`config.mk`:
```
export PLATFORM = sky130hd
export DESIGN_NAME = sad_min_select_flat
export DESIGN_NICKNAME = d
export VERILOG_FILES = /design/src/rtl/bm_pkg.sv /design/src/rtl/sad_min_select_if.sv /design/src/rtl/mv_raster_counter.sv /design/src/rtl/sad_min_select.sv /design/src/flat_wrapper.sv
export SDC_FILE = /design/constraint.sdc
export NUM_CORES = 1
export LEC_CHECK = 0
export CAP_MARGIN = 20
export CORE_ASPECT_RATIO = 1.75
export CORE_MARGIN = 4
export CORE_UTILIZATION = 46
export DETAILED_ROUTE_END_ITERATION = 7
export DONT_BUFFER_PORTS = 1
export PLACE_DENSITY = 0.68
export SKIP_CTS_REPAIR_TIMING = 1
export SLEW_MARGIN = 20
export SYNTH_ARGS = -nofsm -noshare
export SYNTH_HDL_FRONTEND = slang
export SYNTH_SLANG_ARGS = --single-unit
export TNS_END_PERCENT = 5
```
`constraint.sdc`:
```
create_clock -name clk -period 2.3 [get_ports clk]
set_clock_uncertainty 0.15 [all_clocks]
set_input_delay 0.345 -clock clk [delete_from_list [all_inputs] [get_ports clk]]
set_output_delay 0.345 -clock clk [all_outputs]
set_load 0.01 [all_outputs]
```
`src/rtl/bm_pkg.sv`:
```
// Shared block-matching package: default widths, payload types, FSM states.
//   SAD_W_DFLT / RANGE_DFLT : defaults shared with the SAD processing element
//   sad_t / mv_t            : SAD value and signed motion-vector component
//   MV_MIN / MV_MAX         : displacement span -RANGE .. RANGE-1 at default range
package bm_pkg;

  localparam int unsigned SAD_W_DFLT = 12;
  localparam int unsigned RANGE_DFLT = 8;
  localparam int unsigned MV_W_DFLT  = $clog2(RANGE_DFLT) + 1;

  typedef logic [SAD_W_DFLT-1:0]        sad_t;
  typedef logic signed [MV_W_DFLT-1:0]  mv_t;

  localparam mv_t MV_MIN = mv_t'(-$signed(RANGE_DFLT));
  localparam mv_t MV_MAX = mv_t'(RANGE_DFLT - 1);

  typedef enum logic {
    ST_IDLE   = 1'b0,
    ST_SEARCH = 1'b1
  } state_e;

endpackage

```
`src/rtl/sad_min_select_if.sv`:
```
// Candidate SAD stream in, best motion vector out.
//   master : SAD producer / result consumer (drives start, sad_valid, sad)
//   slave  : sad_min_select (drives busy, mv_valid, best_dx, best_dy, best_sad)
interface sad_min_select_if #(
  parameter int unsigned SAD_W = 12,
  parameter int unsigned MV_W  = 4
) ();

  logic                    start;
  logic                    sad_valid;
  logic [SAD_W-1:0]        sad;
  logic                    busy;
  logic                    mv_valid;
  logic signed [MV_W-1:0]  best_dx;
  logic signed [MV_W-1:0]  best_dy;
  logic [SAD_W-1:0]        best_sad;

  modport master (
    output start, sad_valid, sad,
    input  busy, mv_valid, best_dx, best_dy, best_sad
  );

  modport slave (
    input  start, sad_valid, sad,
    output busy, mv_valid, best_dx, best_dy, best_sad
  );

endinterface

```
`src/rtl/mv_raster_counter.sv`:
```
// Raster-order (dx fastest) position counter over the search window.
//   clk, reset : clock, synchronous active-high reset
//   load       : reinitialise to (-RANGE, -RANGE)
//   advance    : step to the next candidate position
//   dx, dy     : current signed position
//   last       : current position is (RANGE-1, RANGE-1)
module mv_raster_counter
  import bm_pkg::*;
#(
  parameter int unsigned RANGE = RANGE_DFLT,
  parameter int unsigned MV_W  = $clog2(RANGE) + 1
) (
  input  logic                   clk,
  input  logic                   reset,
  input  logic                   load,
  input  logic                   advance,
  output logic signed [MV_W-1:0] dx,
  output logic signed [MV_W-1:0] dy,
  output logic                   last
);

  localparam logic signed [MV_W-1:0] MV_LO = MV_W'(-$signed(RANGE));
  localparam logic signed [MV_W-1:0] MV_HI = MV_W'(RANGE - 1);

  logic signed [MV_W-1:0] dx_q, dx_d;
  logic signed [MV_W-1:0] dy_q, dy_d;

  // Wrap is detected on RANGE-1, not on two's-complement overflow.
  always_comb begin
    dx_d = dx_q;
    dy_d = dy_q;
    if (load) begin
      dx_d = MV_LO;
      dy_d = MV_LO;
    end else if (advance) begin
      if (dx_q == MV_HI) begin
        dx_d = MV_LO;
        dy_d = dy_q + MV_W'(1);
      end else begin
        dx_d = dx_q + MV_W'(1);
      end
    end
  end

  always_ff @(posedge clk) begin
    if (reset) begin
      dx_q <= MV_LO;
      dy_q <= MV_LO;
    end else begin
      dx_q <= dx_d;
      dy_q <= dy_d;
    end
  end

  assign dx   = dx_q;
  assign dy   = dy_q;
  assign last = (dx_q == MV_HI) && (dy_q == MV_HI);

endmodule

```
`src/rtl/sad_min_select.sv`:
```
// Tracks the minimum SAD and its motion vector over one full-search window and
// emits a single (best_dx, best_dy, best_sad) result per reference block.
//   clk, reset : clock, synchronous active-high reset
//   bus        : slave side of sad_min_select_if (start/sad stream in, result out)
module sad_min_select
  import bm_pkg::*;
#(
  parameter int unsigned SAD_W = SAD_W_DFLT,
  parameter int unsigned RANGE = RANGE_DFLT,
  parameter int unsigned MV_W  = $clog2(RANGE) + 1
) (
  input  logic            clk,
  input  logic            reset,
  sad_min_select_if.slave bus
);

  localparam logic signed [MV_W-1:0] MV_LO = MV_W'(-$signed(RANGE));

  state_e state_q, state_d;

  logic [SAD_W-1:0]       min_q, min_d;
  logic signed [MV_W-1:0] mdx_q, mdx_d, mdy_q, mdy_d;
  logic [SAD_W-1:0]       best_sad_q, best_sad_d;
  logic signed [MV_W-1:0] best_dx_q, best_dx_d, best_dy_q, best_dy_d;
  logic                   mv_valid_q, mv_valid_d;
  logic                   busy_q, busy_d;

  logic                   accept_c, upd_c, done_c, last_c;
  logic signed [MV_W-1:0] dx_c, dy_c;

  mv_raster_counter #(
    .RANGE (RANGE),
    .MV_W  (MV_W)
  ) u_cnt (
    .clk     (clk),
    .reset   (reset),
    .load    (bus.start),
    .advance (accept_c),
    .dx      (dx_c),
    .dy      (dy_c),
    .last    (last_c)
  );

  // State register.
  always_ff @(posedge clk) begin
    if (reset) state_q <= ST_IDLE;
    else       state_q <= state_d;
  end

  // Next state: start always (re)enters SEARCH; the last accepted candidate ends it.
  always_comb begin
    state_d = state_q;
    case (state_q)
      ST_IDLE:   if (bus.start) state_d = ST_SEARCH;
      ST_SEARCH: begin
        if (bus.start)   state_d = ST_SEARCH;
        else if (done_c) state_d = ST_IDLE;
      end
      default:   state_d = ST_IDLE;
    endcase
  end

  // Datapath control. A SAD presented together with start is dropped.
  // Preloading the tracked position with (-RANGE,-RANGE) makes an all-ones
  // first SAD still report that position without a separate first flag.
  always_comb begin
    accept_c   = (state_q == ST_SEARCH) && bus.sad_valid && !bus.start;
    upd_c      = accept_c && (bus.sad < min_q);
    done_c     = accept_c && last_c;
    min_d      = min_q;
    mdx_d      = mdx_q;
    mdy_d      = mdy_q;
    best_sad_d = best_sad_q;
    best_dx_d  = best_dx_q;
    best_dy_d  = best_dy_q;
    mv_valid_d = done_c;
    busy_d     = (state_d == ST_SEARCH);

    if (bus.start) begin
      min_d = '1;
      mdx_d = MV_LO;
      mdy_d = MV_LO;
    end else if (upd_c) begin
      min_d = bus.sad;
      mdx_d = dx_c;
      mdy_d = dy_c;
    end

    // Final compare folded straight into the result registers.
    if (done_c) begin
      best_sad_d = upd_c ? bus.sad : min_q;
      best_dx_d  = upd_c ? dx_c    : mdx_q;
      best_dy_d  = upd_c ? dy_c    : mdy_q;
    end
  end

  always_ff @(posedge clk) begin
    if (reset) begin
      min_q      <= '1;
      mdx_q      <= MV_LO;
      mdy_q      <= MV_LO;
      best_sad_q <= '0;
      best_dx_q  <= '0;
      best_dy_q  <= '0;
      mv_valid_q <= 1'b0;
      busy_q     <= 1'b0;
    end else begin
      min_q      <= min_d;
      mdx_q      <= mdx_d;
      mdy_q      <= mdy_d;
      best_sad_q <= best_sad_d;
      best_dx_q  <= best_dx_d;
      best_dy_q  <= best_dy_d;
      mv_valid_q <= mv_valid_d;
      busy_q     <= busy_d;
    end
  end

  assign bus.busy     = busy_q;
  assign bus.mv_valid = mv_valid_q;
  assign bus.best_dx  = best_dx_q;
  assign bus.best_dy  = best_dy_q;
  assign bus.best_sad = best_sad_q;

endmodule
```
`src/flat_wrapper.sv`:
```
// flat-port wrapper written by rule: the top's interface ports become plain ports
module sad_min_select_flat import bm_pkg::*;
#(
  parameter int unsigned SAD_W = SAD_W_DFLT,
  parameter int unsigned RANGE = RANGE_DFLT,
  parameter int unsigned MV_W  = $clog2(RANGE) + 1
)
  (clk, reset, bus_start, bus_sad_valid, bus_sad, bus_busy, bus_mv_valid, bus_best_dx, bus_best_dy, bus_best_sad);
  sad_min_select_if #(.SAD_W(SAD_W), .MV_W(MV_W)) bus_i ();
  input  logic clk;
  input  logic reset;
  input wire logic [$bits(bus_i.start)-1:0] bus_start;
  input wire logic [$bits(bus_i.sad_valid)-1:0] bus_sad_valid;
  input wire logic [$bits(bus_i.sad)-1:0] bus_sad;
  output wire logic [$bits(bus_i.busy)-1:0] bus_busy;
  output wire logic [$bits(bus_i.mv_valid)-1:0] bus_mv_valid;
  output wire logic [$bits(bus_i.best_dx)-1:0] bus_best_dx;
  output wire logic [$bits(bus_i.best_dy)-1:0] bus_best_dy;
  output wire logic [$bits(bus_i.best_sad)-1:0] bus_best_sad;
  assign bus_i.start = bus_start;
  assign bus_i.sad_valid = bus_sad_valid;
  assign bus_i.sad = bus_sad;
  assign bus_busy = bus_i.busy;
  assign bus_mv_valid = bus_i.mv_valid;
  assign bus_best_dx = bus_i.best_dx;
  assign bus_best_dy = bus_i.best_dy;
  assign bus_best_sad = bus_i.best_sad;
  sad_min_select #(.SAD_W(SAD_W), .RANGE(RANGE), .MV_W(MV_W)) u_core (.clk(clk), .reset(reset), .bus(bus_i));
endmodule
```
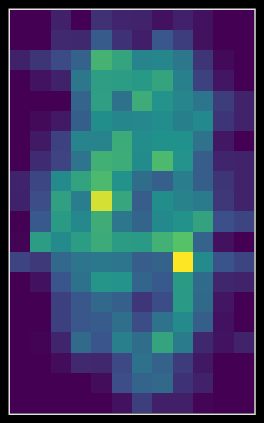
route_heat.png
Scale: 4 px per um. 12 x 20 tiles, from dark purple (low) to yellow (high), scaled to the fullest tile. Values are wire area over tile area, all layers added.
- mean over tiles: 0.14
- densest ninth of the die: middle
- emptiest ninth of the die: bottom left
- nearly empty tiles: 20%
- tiles over half the peak: 16%

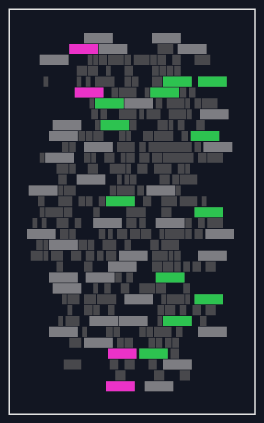
ff_map.png
Scale: 4 px per um.
- magenta: u_core.bus.best_dy (sequential cells 4)
- green: u_core.min_q (sequential cells 12)
- not colored: 34

==> out/qor.yml <==
warning_count: 26
die_y_um: 100.9
path_buffers: 2
rsz0062_at_grt: "no"
yosys_cells: 251
grtUsageMet1: 0.2018
ys_warn_count: 0
cts_tree: "built"
met3_usage: 0.04231
tns_ps: 0
cp-start-kind: "register"
crit_arrival_ps: 2170
routed_wl_um: 5351
mux_share: 0.004415
final_cell_mix: "dfxtp_1 (50), nand3_1 (35), a31oi_1 (16), nor2_1 (15), buf_4 (15)"
async_reset_ff_frac: 0
cp.required_ps: 2380
chipArea_sq_um: 6160
critPathCaptureType: "register"
synth_nets: 280
crit_chain: "inv_1, ha_1, a21oi_1, o2111a_1, o21a_1, buf_4, nand3_1, a31oi_1"
diodes: 0
comb_power_share: 0.050
aoi_share: 0.2235
finalSetupViolCount: 0
drc: 0
antenna_found_initial: 0
period_needed_ps: 2085
final_nets: 286
hpwlAfterDp_um: 3870
pwr-share-seq: 0.556
synth_area_sq_um: 2267
cap_violations: 0
internal_power_mw: 1.228
h-tree-depth: 2
worst_pin_slew_ps: 405.9
ys_types: 37
drtAntennaViolNets: 0
synth_area_per_cell_sq_um: 9.033
p_leak_nw: 1.014
vias_per_cell: 5.903
cts_sinks: 50
cts_root_buffer: "clkbuf_8"
ios: 38
drive_gt1_frac: 0.1473
outcome: "finished, final reports clean"
cp_slowest_stage_delay_ps: 340
slew_violations: 0
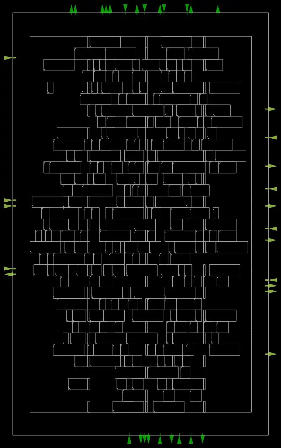
placed.png
fillcell total: 461
fin cells: 310
row count: 33
core area: 4748 sq um

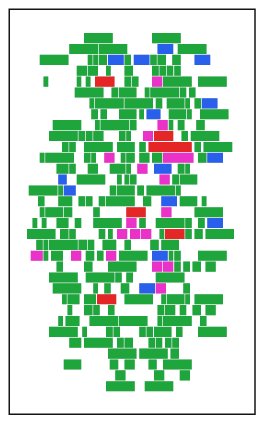
sizing.png
Scale: 4 px per um.
- blue: x2 (cells 14; share 5.4%)
- red: x6 and larger (cells 6; share 2.3%)
- magenta: x3 and x4 (cells 18; share 7.0%)
- green: x1 and smaller (cells 220; share 85%)

[final cells by class]
cell class	count	area [sq um]	share of cell area
multi-input combinational	173	1129	0.4572
sequential	50	1001	0.4055
timing repair buffer	16	122.6	0.04967
clock buffer	6	72.57	0.02940
tap	52	65.06	0.02636
inverter	11	41.29	0.01673
clock inverter	2	37.54	0.01521
[worst paths after layout]
kind         depth (start not counted)  slack (ps)                     to       startpoint
min                                  2          20        u_core.bus.busy        bus_start
min reg2reg                          2         350        u_core.mdy_q[2]  u_core.mdy_q[2]
max                                  8         220  u_core.bus.best_dx[1]  u_core.min_q[9]
max reg2reg                          8         220  u_core.bus.best_dx[1]  u_core.min_q[9]
[per-stage QoR]
| step | cells | setup slack [ps] | area (sq um) |
|---|---|---|---|
| after floorplan | 251 | 420.0 | 2267 |
| after global placement | 300 | 213.8 | 2332 |
| after detailed placement | 300 | 157.1 | 2332 |
| after CTS | 308 | 87.67 | 2442 |
| after global routing | 310 | 79.07 | 2469 |
| final | 310 | 215.1 | 2469 |
[sequential cells by signal, summed over array words and instances (netlist names)]
signal,flops
u_core.u_cnt.dy,4
u_core.bus.best_dx,4
u_core.bus.busy,1
u_core.bus.best_dy,4
u_core.bus.best_sad,12
u_core.min_q,12
u_core.mdy_q,4
u_core.u_cnt.dx,4
u_core.mdx_q,4
u_core.bus.mv_valid,1
[power groups by stage]
| stage | clock [mW] | combinational (mW) | sequential [mW] |
|---|---|---|---|
| floorplan | 0 | 0.0588 | 0.895 |
| global placement | 0 | 0.0718 | 0.896 |
| detailed placement | 0 | 0.0735 | 0.896 |
| CTS | 0.634 | 0.0739 | 0.876 |
| global route | 0.665 | 0.0881 | 0.877 |
| finish | 0.620 | 0.0784 | 0.876 |
Power figures rest on the tool's default switching activity, not on a simulated workload.
